File: src/rtl/pc_gen.sv
// IF-stage PC generator with priority trap/branch redirect, latched across stalls; redirect visible on pc next cycle.
// Request held stable until fetch_ready; optional tracing under PC_GEN_TRACE_EN.
module pc_gen #(
  parameter int                ADDR_W          = 32,
  parameter logic [ADDR_W-3:0] RESET_VEC       = 'h0000BFF,
  parameter int                INC             = 1,
  parameter bit                REDIRECT_BUBBLE = 1'b0
) (
  input  logic              clk,
  input  logic              reset,
  input  logic              stall,
  input  logic              trap_valid,
  input  logic [ADDR_W-3:0] trap_target,
  input  logic              redir_valid,
  input  logic [ADDR_W-3:0] redir_target,
  input  logic              fetch_ready,
  output logic [ADDR_W-3:0] pc,
  output logic [ADDR_W-3:0] pc_next_seq,
  output logic              fetch_valid,
  output logic              redir_pending
);

  localparam int PW = ADDR_W - 2;

  typedef enum logic [1:0] {BOOT, RUN, BUBBLE} state_t;
  typedef enum logic [2:0] {
    SEL_HOLD, SEL_SEQ, SEL_PTRAP, SEL_LTRAP, SEL_PREDIR, SEL_LREDIR
  } sel_t;

  state_t          state;
  sel_t            sel;
  logic            pend_valid;
  logic            pend_is_trap;
  logic [PW-1:0]   pend_target;
  logic [PW-1:0]   apply_target;
  logic            apply;
  logic            fire;
  logic            can_apply;

  assign pc_next_seq   = pc + PW'(INC);
  assign fetch_valid   = (state == RUN) && !stall;
  assign fire          = fetch_valid && fetch_ready;
  assign redir_pending = pend_valid;
  assign can_apply     = (state != BOOT) && !stall;

  // A pending trap outranks a live trap; a live trap outranks any non-trap redirect.
  always_comb begin
    sel = SEL_HOLD;
    if (can_apply) begin
      if (pend_valid && pend_is_trap)
        sel = SEL_PTRAP;
      else if (trap_valid)
        sel = SEL_LTRAP;
      else if (pend_valid)
        sel = SEL_PREDIR;
      else if (redir_valid)
        sel = SEL_LREDIR;
      else if (fire)
        sel = SEL_SEQ;
    end
  end

  assign apply = (sel == SEL_PTRAP) || (sel == SEL_LTRAP) ||
                 (sel == SEL_PREDIR) || (sel == SEL_LREDIR);

  always_comb begin
    apply_target = pend_target;
    if (sel == SEL_LTRAP)
      apply_target = trap_target;
    else if (sel == SEL_LREDIR)
      apply_target = redir_target;
  end

  always_ff @(posedge clk or negedge reset) begin
    if (!reset) begin
      state        <= BOOT;
      pc           <= RESET_VEC;
      pend_valid   <= 1'b0;
      pend_is_trap <= 1'b0;
      pend_target  <= '0;
    end else if (apply) begin
      // The in-flight fetch is dropped: pc jumps, it does not also increment.
      pc           <= apply_target;
      pend_valid   <= 1'b0;
      pend_is_trap <= 1'b0;
      state        <= REDIRECT_BUBBLE ? BUBBLE : RUN;
    end else begin
      state <= RUN;
      if (sel == SEL_SEQ)
        pc <= pc_next_seq;
      if (!can_apply) begin
        if (trap_valid) begin
          pend_valid   <= 1'b1;
          pend_is_trap <= 1'b1;
          pend_target  <= trap_target;
        end else if (redir_valid && !(pend_valid && pend_is_trap)) begin
          pend_valid   <= 1'b1;
          pend_is_trap <= 1'b0;
          pend_target  <= redir_target;
        end
      end
    end
  end

`ifdef PC_GEN_TRACE_EN
  always @(posedge clk) begin
    if (reset) begin
      if (state == BOOT)
        $display("pc_gen: start");
      if (sel == SEL_SEQ)
        $display("pc_gen: fetch %h", {pc, 2'b00});
      else if (sel == SEL_PTRAP || sel == SEL_LTRAP)
        $display("pc_gen: trap %h", {apply_target, 2'b00});
      else if (apply)
        $display("pc_gen: redir %h", {apply_target, 2'b00});
    end
  end
`else
  // Tracing compiled out.
`endif

endmodule

File: config.mk
export PLATFORM = sky130hd
export DESIGN_NAME = pc_gen
export DESIGN_NICKNAME = d
export VERILOG_FILES = /design/src/rtl/pc_gen.sv
export SDC_FILE = /design/constraint.sdc
export NUM_CORES = 1
export LEC_CHECK = 0
export ABC_CLOCK_PERIOD_IN_PS = 2800
export CAP_MARGIN = 20
export CELL_PAD_IN_SITES_DETAIL_PLACEMENT = 1
export CELL_PAD_IN_SITES_GLOBAL_PLACEMENT = 1
export CORE_ASPECT_RATIO = 1.4
export CORE_MARGIN = 8
export CORE_UTILIZATION = 36
export CTS_CLUSTER_SIZE = 30
export DETAILED_ROUTE_END_ITERATION = 10
export PLACE_DENSITY = 0.81
export SYNTH_ARGS = -nofsm -noshare
export SYNTH_HDL_FRONTEND = slang
export SYNTH_SLANG_ARGS = --single-unit
File: constraint.sdc
create_clock -name clk -period 2.8 [get_ports clk]
set_input_delay 0.7 -clock clk [delete_from_list [all_inputs] [get_ports clk]]
set_output_delay 0.7 -clock clk [all_outputs]
set_load 0.01 [all_outputs]
==> summary.txt <==
Here are the numbers from the latest Yosys + OpenROAD run.

Traced cell by cell, the critical path runs through buf_6, nand4_1, nor3_2, buf_4, buf_12, buf_6, nand2_4, nor2_4, xor2_1, buf_2. The commonest register cell after synthesis is sky130_fd_sc_hd__dfrtp_1. The depth of the most critical reg-to-reg path came out at 10. The synthesized area divided by synthesized cell count is 8.89 um2.

The clock tree buffer depth is 2. The maximum level of the CTS H-tree is 3. The run finished, with violations left. In this design, the largest share of critical-path delay is due to buffers and inverters.

The wire length reported by the detailed router is 20200 um. The final timing report gives a worst setup slack of -0.210 ns. The die extent in y came out at 147 um. The final timing report counts setup violations totalling 11. The iteration count recorded for the first detailed-route pass is 5. The area after detailed placement is 0.00641 mm2.

The synthesized netlist handed to floorplanning was reported with a cell count of 497. Total global-route track usage over all layers is 23.3%. The register cell area after layout came out at 0.00159 mm2.

Yosys stat counts 497 cells in the synthesized netlist. The number of buffer and inverter stages on the critical path came out at 5. The checks that failed: setup timing. The combinational cell area excluding buffers and inverters came out at 0.00285 mm2. The critical path capture point is pc_next_seq[21]. The post-synth tally of flip-flops with integrated enable came out at 0.

Based on the critical path, the design can be clocked at up to 0.332 GHz. The synthesis stats list as the most numerous cell sky130_fd_sc_hd__nand2_1. The area added between synthesis and finish is 57.7%.

The OpenROAD warning count is 28. In the Yosys report, the sequential cells make up 36.0% of the chip area. The max-capacitance violation count is 0. Yosys attributes the largest share of cell area to sky130_fd_sc_hd__dfrtp_1, sky130_fd_sc_hd__mux2i_1, sky130_fd_sc_hd__dfstp_2, sky130_fd_sc_hd__o21ai_0, sky130_fd_sc_hd__nand2_1. The largest total area in the synthesized netlist belongs to sky130_fd_sc_hd__dfrtp_1. The final worst-path cycle share came out at 108%.

Checking hold timing, the worst path is listed with class reg -> reg. The arrival time at the worst endpoint is 2.31 ns.
## routing by layer
layer  vias to the layer above  part of all wire [%]  global-route usage [%]
met2                       190                    54                    41.8
met3                        52                   4.9                    3.81
li1                       2237                     -                       -
met4                         0                   3.4                    10.7
met5                         -                     0                       0
met1                      2572                    38                    25.7
## power by group
part / internal, mW / leakage (nW) / total, mW / switching (mW)
sequential: 1.10 / 0.744 / 1.24 / 0.146
clock: 0.669 / 0.142 / 1.08 / 0.408
combinational: 0.749 / 2.32 / 1.52 / 0.769
## state kept, by name, indices dropped and copies added (netlist names)
register	count
pc	30
pend_is_trap	1
pend_target	30
redir_pending	1
state	1
## area by class of cell
cell class,instances,area share [%]
timing repair buffer,235,29.3
inverter,5,0.269
tap,150,2.69
clock inverter,3,0.251
clock buffer,13,3.88
multi-input combinational,389,40.8
sequential,63,22.8
## worst register-to-register path, delay by kind of cell, from the launching register on
family,cells,cell delay (ns)
buf+inv,5,0.67
compound gates,1,0.32
simple gates,4,0.78
flops,1,0.58
## worst min-delay path by stage
stage                                        endpoint  cells past startpoint
after detailed placement  pend_target[29]$_DFFE_PN0P_                      2
final                     pend_target[29]$_DFFE_PN0P_                      2
after global placement    pend_target[14]$_DFFE_PN0P_                      2
after global routing       pend_target[4]$_DFFE_PN0P_                      2
after CTS                 pend_target[29]$_DFFE_PN0P_                      2
after floorplan                    pc[10]$_DFFE_PN0P_                      0
## kinds of logic (layout without fill, tap and decap cells)
kind of cell	after synthesis	in the layout	share of synthesized area, %
muxes	55	55	12.5
xor gates and xnor gates	28	28	5.55
and+or+nand+nor	167	167	19.3
DFF	63	63	36.0
adders and majority gates	1	1	0.283
AOI/OAI and AO/OA	137	137	21.5
other	1	1	0.0849
buffers and inverters	45	256	4.84
## per-stage QoR
step / total power [mW] / hold slack [ns]
global route: 3.99 / 0.516
detailed placement: 2.72 / 0.471
global placement: 2.65 / 0.457
CTS: 3.78 / 0.482
floorplan: 1.85 / 0.404
finish: 3.84 / 0.475
## layout by cell type, fill, tap and decap left out, types with 9 or more instances in the layout
| master | instances |
|---|---|
| sky130_fd_sc_hd__clkdlybuf4s50_1 | 99 |
| sky130_fd_sc_hd__buf_4 | 96 |
| sky130_fd_sc_hd__nand2_1 | 61 |
| sky130_fd_sc_hd__mux2i_1 | 55 |
| sky130_fd_sc_hd__dfrtp_1 | 52 |
| sky130_fd_sc_hd__o21ai_0 | 50 |
| sky130_fd_sc_hd__nand3_1 | 23 |
| sky130_fd_sc_hd__nor2_1 | 23 |
| sky130_fd_sc_hd__buf_2 | 20 |
| sky130_fd_sc_hd__a21oi_1 | 13 |
| sky130_fd_sc_hd__dfstp_2 | 11 |
| sky130_fd_sc_hd__xnor2_2 | 10 |
| sky130_fd_sc_hd__a21o_1 | 10 |
| sky130_fd_sc_hd__nand4_1 | 9 |
| sky130_fd_sc_hd__xnor2_1 | 9 |
| sky130_fd_sc_hd__a211o_1 | 9 |
| sky130_fd_sc_hd__clkbuf_16 | 9 |
| sky130_fd_sc_hd__buf_6 | 9 |
## timing repair
| item | CTS | global route |
|---|---|---|
| pin swaps | 8 | 14 |
| resized | 101 | 42 |
| endpoints found under the setup margin | 26 | 24 |
| buffers inserted | 6 | 11 |
drive_strength.png
Scale bar: 20 um.
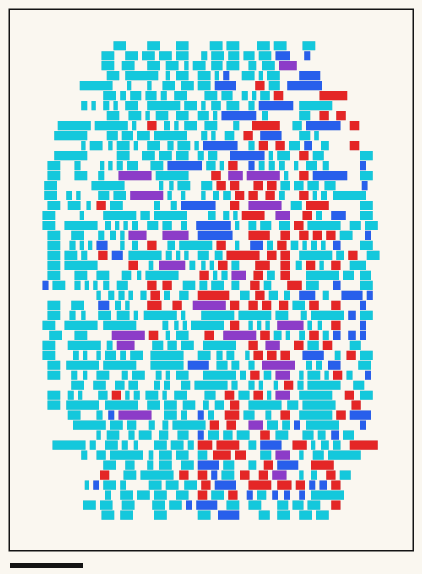
| size | color | cells |
|---|---|---|
| drive 6 and up | purple | 24 |
| drive 1 or less | cyan | 502 |
| drive 3 to 4 | red | 117 |
| drive 2 | blue | 65 |

clock_map.png
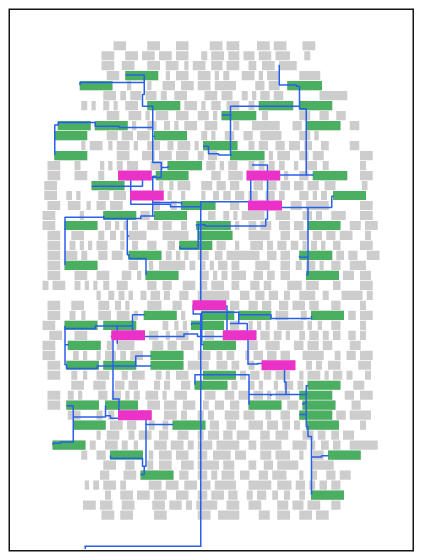
[flip-flops] green | count: 63
[clock wires] blue | length: 944 um
[cells driving clock nets] magenta | count: 9
routed clock nets: 10

final_placement.png
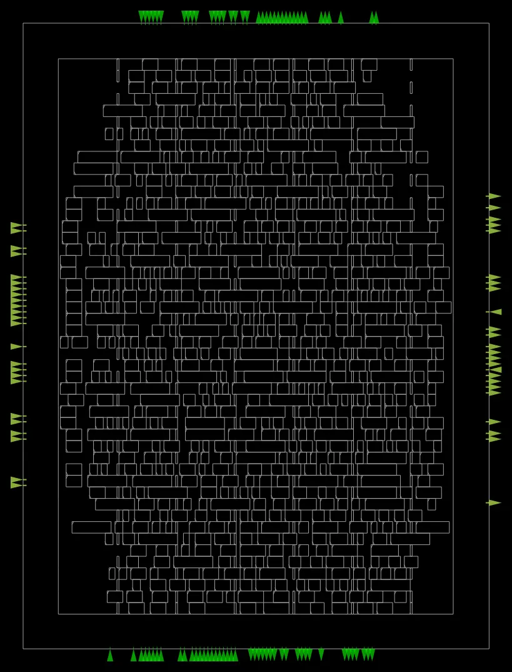
number of well taps: 150
share of cell area taken by flip-flops and latches: 22.8%
Util after Layout: 57.5%
non-filler cells, final: 858

Power is estimated from default activity; no workload was simulated.
